### config.mk
export PLATFORM = sky130hd
export DESIGN_NAME = dco_fll_ctrl
export DESIGN_NICKNAME = d
export VERILOG_FILES = /design/src/rtl/dco_pkg.sv /design/src/rtl/dco_edge_sync.sv /design/src/rtl/dco_fll_ctrl.sv
export SDC_FILE = /design/constraint.sdc
export NUM_CORES = 1
export LEC_CHECK = 0
export CAP_MARGIN = 20
export CORE_MARGIN = 2
export CORE_UTILIZATION = 53
export DETAILED_ROUTE_END_ITERATION = 10
export PLACE_DENSITY_LB_ADDON = 0.2
export SLEW_MARGIN = 0
export SYNTH_ARGS = -nofsm -noshare
export SYNTH_HDL_FRONTEND = slang
export SYNTH_SLANG_ARGS = --single-unit
### constraint.sdc
create_clock -name clk -period 2.6 [get_ports clk]
set_input_delay 0.52 -clock clk [delete_from_list [all_inputs] [get_ports clk]]
set_output_delay 0.52 -clock clk [all_outputs]
set_load 0.05 [all_outputs]
### src/rtl/dco_pkg.sv
// Shared types and default constants for the DCO frequency-locked-loop controller.
// Contents: fll_state_e (controller state encoding), default parameter values,
// and a small max helper used for sizing the phase timer.
package dco_pkg;

   typedef enum logic [2:0] {
      IDLE,
      SETTLE,
      MEASURE,
      EVAL,
      DONE,
      TRACK
   } fll_state_e;

   localparam int CODE_W_DEF     = 8;
   localparam int CNT_W_DEF      = 16;
   localparam int WIN_LOG2_DEF   = 10;
   localparam int SETTLE_CYC_DEF = 16;
   localparam int TOL_DEF        = 2;
   localparam int LOCK_N_DEF     = 4;

   function automatic int max_int(input int a, input int b);
      return (a > b) ? a : b;
   endfunction

endpackage

### src/rtl/dco_edge_sync.sv
// Brings the free-running DCO output into the clk domain and produces a
// one-cycle pulse per rising edge. Runs continuously, independent of the FSM.
// Ports:
//   clk      system clock
//   rst_n    asynchronous active-low reset
//   async_in DCO output, asynchronous to clk (must be below clk/2)
//   edge_o   one-cycle pulse per synchronized rising edge
module dco_edge_sync (
   input  logic clk,
   input  logic rst_n,
   input  logic async_in,
   output logic edge_o
);

   logic sync1_q;
   logic sync2_q;
   logic prev_q;

   always_ff @(posedge clk or negedge rst_n) begin
      if (!rst_n) begin
         sync1_q <= 1'b0;
         sync2_q <= 1'b0;
         prev_q  <= 1'b0;
      end else begin
         sync1_q <= async_in;
         sync2_q <= sync1_q;
         prev_q  <= sync2_q;
      end
   end

   assign edge_o = sync2_q & ~prev_q;

endmodule

### src/rtl/dco_fll_ctrl.sv
// Frequency-locked-loop controller for the 8-bit DCO. Counts DCO edges over a
// 2**WIN_LOG2 clk window, runs an MSB-first successive-approximation search on
// dco_code, then either freezes (DONE) or keeps tracking (TRACK).
// Build option: define DCO_FLL_TRACK_EN to enable continuous tracking after the
// search; without it the loop stops in DONE and the tracking logic is absent.
// Ports:
//   clk, rst_n   clock, asynchronous active-low reset
//   ena          block enable; low returns to IDLE (code is held)
//   start        pulse: start or restart the search from the MSB
//   target       desired edge count per window
//   dco_in       DCO output (asynchronous)
//   dco_code     code driven to the DCO
//   busy         search in progress
//   locked       loop within TOL (DONE: final window; TRACK: LOCK_N in a row)
//   meas_count   last completed window count
//   meas_valid   one-cycle pulse when meas_count updates
//
// state   | meaning
// IDLE    | waiting for start with ena high
// SETTLE  | SETTLE_CYC cycles for the DCO to respond to a new code
// MEASURE | counting DCO edges for 2**WIN_LOG2 cycles
// EVAL    | one cycle: publish count, update code (SAR bit or tracking step)
// DONE    | search finished, code frozen
// TRACK   | search finished, one cycle before the first tracking window
module dco_fll_ctrl
   import dco_pkg::*;
#(
   parameter int CODE_W     = CODE_W_DEF,
   parameter int CNT_W      = CNT_W_DEF,
   parameter int WIN_LOG2   = WIN_LOG2_DEF,
   parameter int SETTLE_CYC = SETTLE_CYC_DEF,
   parameter int TOL        = TOL_DEF,
   parameter int LOCK_N     = LOCK_N_DEF
) (
   input  logic              clk,
   input  logic              rst_n,
   input  logic              ena,
   input  logic              start,
   input  logic [CNT_W-1:0]  target,
   input  logic              dco_in,
   output logic [CODE_W-1:0] dco_code,
   output logic              busy,
   output logic              locked,
   output logic [CNT_W-1:0]  meas_count,
   output logic              meas_valid
);

   localparam int BIT_W = (CODE_W > 1) ? $clog2(CODE_W) : 1;
   localparam int TMR_W = max_int(WIN_LOG2, $clog2(SETTLE_CYC)) + 1;

   localparam logic [CODE_W-1:0] CODE_MSB   = {1'b1, {(CODE_W-1){1'b0}}};
   localparam logic [BIT_W-1:0]  BIT_TOP    = BIT_W'(CODE_W - 1);
   localparam logic [TMR_W-1:0]  SETTLE_TC  = TMR_W'(SETTLE_CYC - 1);
   localparam logic [TMR_W-1:0]  WIN_TC     = TMR_W'((1 << WIN_LOG2) - 1);
   localparam logic [CNT_W:0]    TOL_X      = (CNT_W+1)'(TOL);

   if (LOCK_N < 1 || SETTLE_CYC < 1) begin : g_bad_cfg
      $error("dco_fll_ctrl: LOCK_N and SETTLE_CYC must be at least 1");
   end

   fll_state_e         state_q, state_d;
   logic [CODE_W-1:0]  code_q, code_d;
   logic [BIT_W-1:0]   bit_q, bit_d;
   logic [TMR_W-1:0]   tmr_q, tmr_d;
   logic [CNT_W-1:0]   cnt_q, cnt_d;
   logic [CNT_W-1:0]   meas_q, meas_d;
   logic               busy_q, busy_d;
   logic               locked_q, locked_d;
   logic               valid_q, valid_d;
   logic               dco_edge;
   logic               sar_phase;
   logic               above, below;

`ifdef DCO_FLL_TRACK_EN
   localparam int RUN_W = $clog2(LOCK_N + 1);
   logic               track_q, track_d;
   logic [RUN_W-1:0]   run_q, run_d;
   assign sar_phase = ~track_q;
`else
   assign sar_phase = 1'b1;
`endif

   dco_edge_sync u_edge_sync (
      .clk      (clk),
      .rst_n    (rst_n),
      .async_in (dco_in),
      .edge_o   (dco_edge)
   );

   // One extra bit so target+TOL and count+TOL never wrap.
   assign above = {1'b0, cnt_q} > ({1'b0, target} + TOL_X);
   assign below = ({1'b0, cnt_q} + TOL_X) < {1'b0, target};

   always_comb begin
      state_d  = state_q;
      code_d   = code_q;
      bit_d    = bit_q;
      tmr_d    = tmr_q;
      cnt_d    = cnt_q;
      meas_d   = meas_q;
      busy_d   = busy_q;
      locked_d = locked_q;
      valid_d  = 1'b0;
`ifdef DCO_FLL_TRACK_EN
      track_d  = track_q;
      run_d    = run_q;
`endif
      if (!ena) begin
         // ena low wins over start in the same cycle; code is held.
         state_d  = IDLE;
         busy_d   = 1'b0;
         locked_d = 1'b0;
      end else if (start) begin
         state_d  = SETTLE;
         tmr_d    = SETTLE_TC;
         code_d   = CODE_MSB;
         bit_d    = BIT_TOP;
         busy_d   = 1'b1;
         locked_d = 1'b0;
`ifdef DCO_FLL_TRACK_EN
         track_d  = 1'b0;
         run_d    = '0;
`endif
      end else begin
         case (state_q)
            SETTLE: begin
               if (tmr_q == '0) begin
                  state_d = MEASURE;
                  tmr_d   = WIN_TC;
                  cnt_d   = '0;
               end else begin
                  tmr_d = tmr_q - 1'b1;
               end
            end
            MEASURE: begin
               if (dco_edge && (cnt_q != '1)) cnt_d = cnt_q + 1'b1;
               if (tmr_q == '0) state_d = EVAL;
               else             tmr_d   = tmr_q - 1'b1;
            end
            EVAL: begin
               meas_d  = cnt_q;
               valid_d = 1'b1;
               if (sar_phase) begin
                  if (cnt_q > target) code_d[bit_q] = 1'b0;
                  if (bit_q != '0) begin
                     bit_d                 = bit_q - 1'b1;
                     code_d[bit_q - 1'b1]  = 1'b1;
                     state_d               = SETTLE;
                     tmr_d                 = SETTLE_TC;
                  end else begin
                     busy_d = 1'b0;
`ifdef DCO_FLL_TRACK_EN
                     state_d = TRACK;
                     track_d = 1'b1;
                     run_d   = '0;
`else
                     state_d  = DONE;
                     locked_d = ~above & ~below;
`endif
                  end
               end else begin
`ifdef DCO_FLL_TRACK_EN
                  state_d = SETTLE;
                  tmr_d   = SETTLE_TC;
                  if (above) begin
                     if (code_q != '0) code_d = code_q - 1'b1;
                     locked_d = 1'b0;
                     run_d    = '0;
                  end else if (below) begin
                     if (code_q != '1) code_d = code_q + 1'b1;
                     locked_d = 1'b0;
                     run_d    = '0;
                  end else if (run_q >= RUN_W'(LOCK_N - 1)) begin
                     locked_d = 1'b1;
                  end else begin
                     run_d = run_q + 1'b1;
                  end
`endif
               end
            end
            DONE: ;
`ifdef DCO_FLL_TRACK_EN
            TRACK: begin
               state_d = SETTLE;
               tmr_d   = SETTLE_TC;
            end
`endif
            IDLE: ;
            default: state_d = IDLE;
         endcase
      end
   end

   always_ff @(posedge clk or negedge rst_n) begin
      if (!rst_n) begin
         state_q  <= IDLE;
         code_q   <= CODE_MSB;
         bit_q    <= BIT_TOP;
         tmr_q    <= '0;
         cnt_q    <= '0;
         meas_q   <= '0;
         busy_q   <= 1'b0;
         locked_q <= 1'b0;
         valid_q  <= 1'b0;
`ifdef DCO_FLL_TRACK_EN
         track_q  <= 1'b0;
         run_q    <= '0;
`endif
      end else begin
         state_q  <= state_d;
         code_q   <= code_d;
         bit_q    <= bit_d;
         tmr_q    <= tmr_d;
         cnt_q    <= cnt_d;
         meas_q   <= meas_d;
         busy_q   <= busy_d;
         locked_q <= locked_d;
         valid_q  <= valid_d;
`ifdef DCO_FLL_TRACK_EN
         track_q  <= track_d;
         run_q    <= run_d;
`endif
      end
   end

   assign dco_code   = code_q;
   assign busy       = busy_q;
   assign locked     = locked_q;
   assign meas_count = meas_q;
   assign meas_valid = valid_q;

endmodule

run_1/pinout.png
Pins as bars across the die edge, other pins in gray.
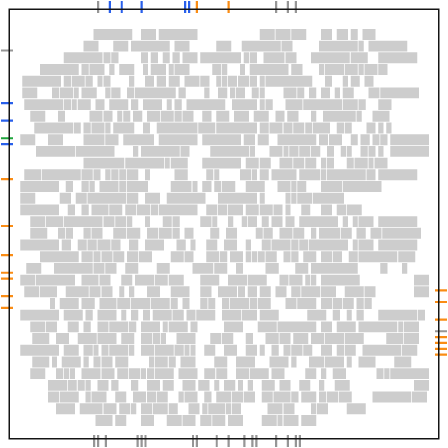
- orange: meas_count (pins 16; direction output; edge 7 east, 7 west, 2 north)
- green: dco_in (pins 1; direction input; edge west)
- blue: dco_code (pins 8; direction output; edge 5 north, 3 west)
Die Y-Extent: 99.5 um
die width: 99.5 um

run_1/layers.png
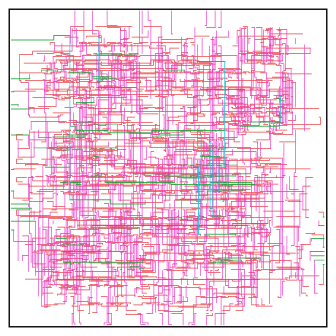
- cyan: M4 (wire length 239 um)
- magenta: M2 (wire length 6,240 um)
- red: M1 (wire length 5,830 um)
- green: M3 (wire length 811 um)

run_1/placed.png
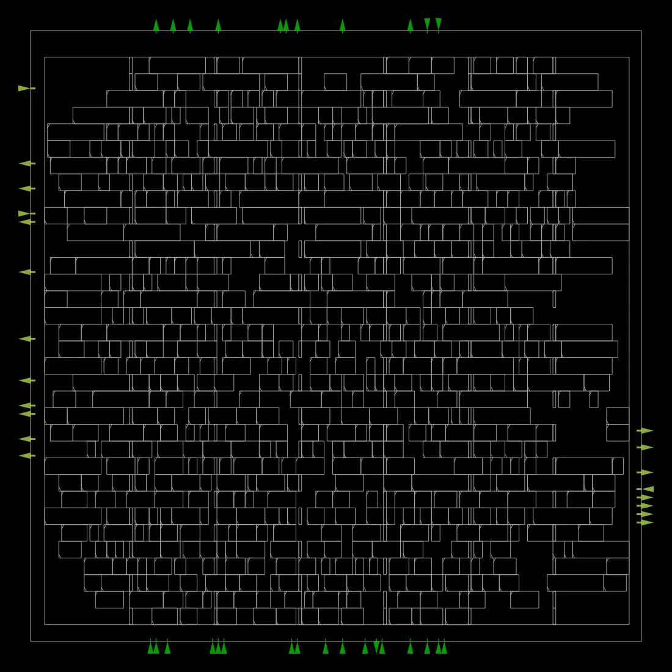
final cell count without fillers: 761
final core occ: 70.2%
Rows: 34
core area: 8810 um2

run_1/class_map.png
Fill, decap, tap and diode cells in gray.
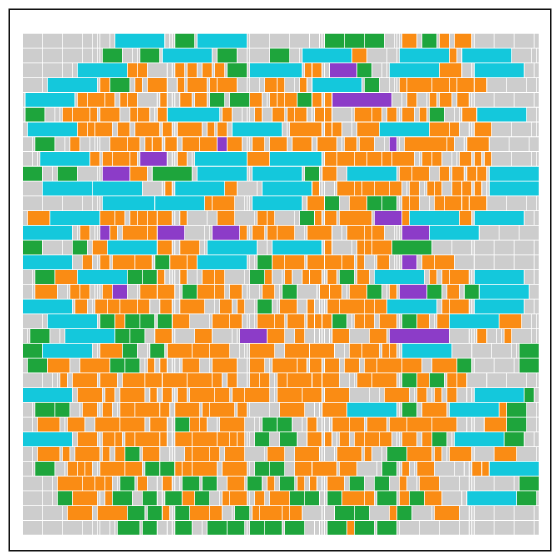
- cyan: registers (cells 63)
- green: remaining buffers and delay cells (cells 121)
- purple: clock drivers and dummy loads (cells 16)
- orange: remaining logic cells (cells 453)
sequential cell area share: 25.6%
final design instance area without fill: 6180 um2

==> flow_summary_export.csv <==
group,metric,value,unit
logic_synthesis,mux_area_share,4.68,%
power,comb_power_share,16.6,%
power,power.share.sequential,44.2,%
worst_setup_path,max_stage_delay,0.44,ns
timing,rsz0062_at_grt,"yes",
placement,hpwlAfterDp,10.0,mm
drt,vias_per_cell,6.07,
power,power_leader,"registers",
clock_network,clk_pin_slew_worst_paths,0.08,ns
grt,grt_max_degree,42,
clock_network,cts_max_level,3,
worst_setup_path,r2r_slack,0.02,ns
worst_setup_path,critical_path_required,2.87,ns
timing,fin_tns_setup,0,ns
grt,grt_pass1_wl,22.0,mm
worst_setup_path,crit_top_cell,"and4_1",
timing,slew_headroom,41.6,%
grt,grt_overflow,0,
run_status,status,"finished clean",
logic_synthesis,ys_area,4840,um2
timing,fin_crit,2.58,ns
No activity file was given, so power comes from the tool's default toggle rates.
